Design rtc_alarm_clock, sky130hd; sources not shown.
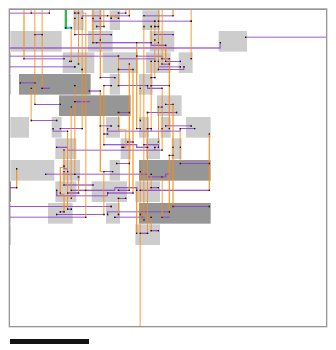
**Above:** layout detail.
Bar = 10 um. Region (90, 17) to (130, 57) um. Cells in gray, sequential cells in the stronger gray; small squares are vias.
| color | layer |
|---|---|
| purple | M1 |
| green | M4 |
| cyan | M3 |
| orange | M2 |
sequential cells in the window: 4
cells with their middle in the window: 37
most frequent: nand2_1 (6), dfrtp_1 (4)

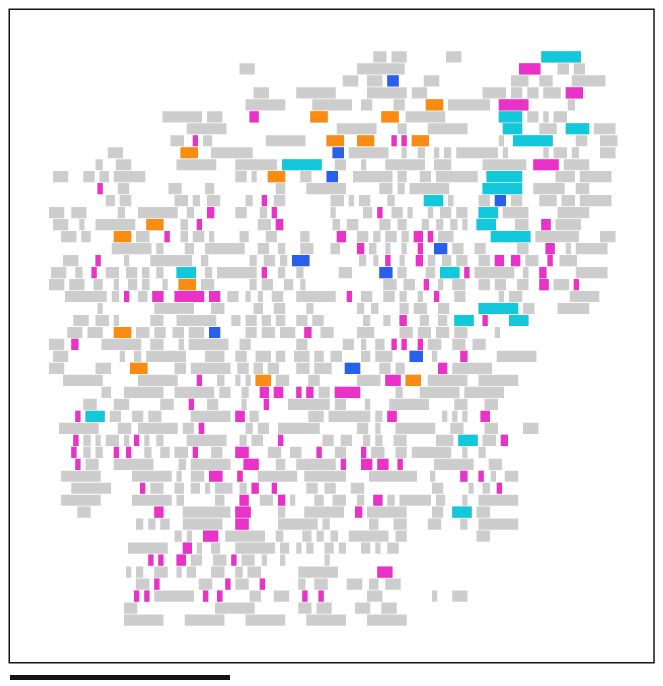
**Above:** logic cells by family.
Bar = 50 um.
| color | family | cells | most used |
|---|---|---|---|
| orange | mux cells | 15 | mux2_2 |
| blue | non-inverting ao/oa cells | 10 | o21a_1 |
| magenta | nor cells | 113 | nor2_1 |
| cyan | fa/ha/maj cells | 20 | ha_1 |
Comb area share: 44.9%
most numerous logic cell after layout: buf_4
Post-Layout Cell Count: 915

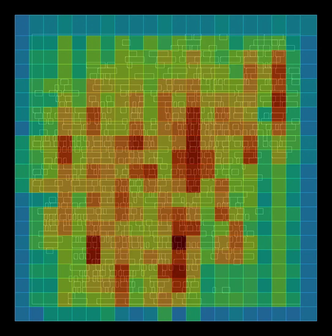
**Above:** congestion heat map.
post-layout util: 41.6%
Total GRT Usage: 16.1%

==> results.sh <==
# implementation run metrics
export IMPL_path_cells="ha_4, fa_2, xor2_4, buf_4, buf_6, buf_6, buf_4, a31oi_4, a21boi_4, buf_6, o22ai_4, buf_12"
export IMPL_totalWireLength_um=16800
export IMPL_rows=48
export IMPL_arrival_ns=2.85
export IMPL_wire_per_inst_um=18.4
export IMPL_syn_inst=560
export IMPL_maxSlewViolCount=0
export IMPL_maxCapViolCount=0
export IMPL_r2r_cells=9
export IMPL_top_cell="dfrtp_1"
export IMPL_netlist_top_cells_count="dfrtp_1 (76), nor2_1 (64), nand2_1 (49)"
export IMPL_yosys_warnings=0
export IMPL_top_layer="met4"
export IMPL_cts_clk_slew_worst_paths_ns=0.07
export IMPL_largest_reg_flops=26
export IMPL_antenna_found_initial=0
export IMPL_setup_viol=8
export IMPL_cts_sinks=76
export IMPL_status="finished with violations"
export IMPL_place_inst=889
export IMPL_critical_path_top_delay_family="buffers and inverters"
export IMPL_path_buffers=6
export IMPL_tns_ns=-1.80
export IMPL_numSynthFlops=76
export IMPL_critPathRequiredTime_ns=2.55
export IMPL_violations="setup timing"
export IMPL_finalNetCount=728
export IMPL_io_pins=51
export IMPL_ys_cells=560
export IMPL_route_detailed_drc=0
export IMPL_synth_top_area_share_pct=38.5
export IMPL_hpwlAfterDp_um=12400
export IMPL_rrSetupSlack_ns=-0.01
export IMPL_hold_buffers=0
export IMPL_tool_warnings=37
export IMPL_critPathSlowestCell="dfrtp_2"
export IMPL_setup_ws_ns=-0.299
export IMPL_grt_overflow=0
export IMPL_gp_congestion=0.857
export IMPL_drt_iter0_drc=238
export IMPL_dr_wl_met2_um=8240
export IMPL_drive_gt1_share_pct=28.0
export IMPL_top_cells_by_area="dfrtp_1 (38%), xor2_1 (5.1%), nor2_1 (4.9%), ha_1 (4.8%), xnor2_1 (4.4%)"
export IMPL_rsz0062_at_grt="true"
export IMPL_p_leak_uw=0.00291
export IMPL_ant_nets=0
export IMPL_hold_class="in2async"
export IMPL_worst_slew_pin_slew_ns=0.634
export IMPL_cp_depth=12
export IMPL_cpPeakStageDelay_ns=0.45
export IMPL_grt_use_met1_pct=18.9
export IMPL_setup_worst_path_end_class="output port"
export IMPL_peakVddDrop_v=0.000874
export IMPL_dr_pass1_iters=4
export IMPL_die_x_um=146
export IMPL_grt_pass1_vias=5233
export IMPL_cts_buffers=9
export IMPL_design_power_total_uw=6370
export IMPL_avgViaCountPerCell=5.13
export IMPL_wl_met1_um=7310
export IMPL_slew_headroom_pct=57.6
export IMPL_syn_nets=603
==> cell type report <==
cell class                 instances  area [sq um]
inverter                          19          73.8
sequential                        76          1920
tap                              225           282
fill                            1986          9890
multi-input combinational        442          3170
timing repair buffer             137          1260
clock buffer                       9           225
clock inverter                     7           121
==> report_power, final <==
group          switching (uW)  total, uW  internal, uW
Clock                     477       1300           819
Sequential                180       1370          1200
Combinational            1970       3700          1730
Total                    2630       6370          3740
==> cells by family after synthesis <==
| group | after synthesis | share of synthesized area [%] |
|---|---|---|
| AND-OR/OR-AND | 96 | 12.0 |
| XOR/XNOR | 54 | 9.57 |
| adder cells (fa/ha/maj) | 20 | 5.22 |
| buffers and inverters | 43 | 3.98 |
| flip-flops | 76 | 38.5 |
| multiplexers | 15 | 3.37 |
| AND/OR/NAND/NOR | 256 | 27.4 |
==> placed cells by master (no fill, tap or decap), drive strengths merged, types with 3 or more instances in the layout <==
cell type      Yosys  final
nand3b             3      3
buf                6     95
nor3b              6      6
dfrtp             76     76
o21ai             34     34
nor2              64     64
bufinv             0      3
a31oi              9      9
nor2b             11     11
a21oi             22     22
nand2b             8      8
ha                19     19
xnor2             25     25
clkdlybuf4s50      0     42
nor3              18     18
and4               5      5
nor4b              3      3
nand3             29     29
nand4             13     13
clkbuf            18      9
nor4bb             4      4
inv               19     21
and3              11     11
and2               5      5
xor2              29     29
or4                3      4
nor4               7      7
or3                8      8
o22ai              5      5
nand2             51     51
o21a               3      3
mux2              13     13
==> what timing repair did <==
item | CTS | global route
gates resized | 35 | 20
pin swaps | 13 | 5
setup endpoints to repair | 16 | 16
cloned | 0 | 1
buffers inserted | 5 | 6
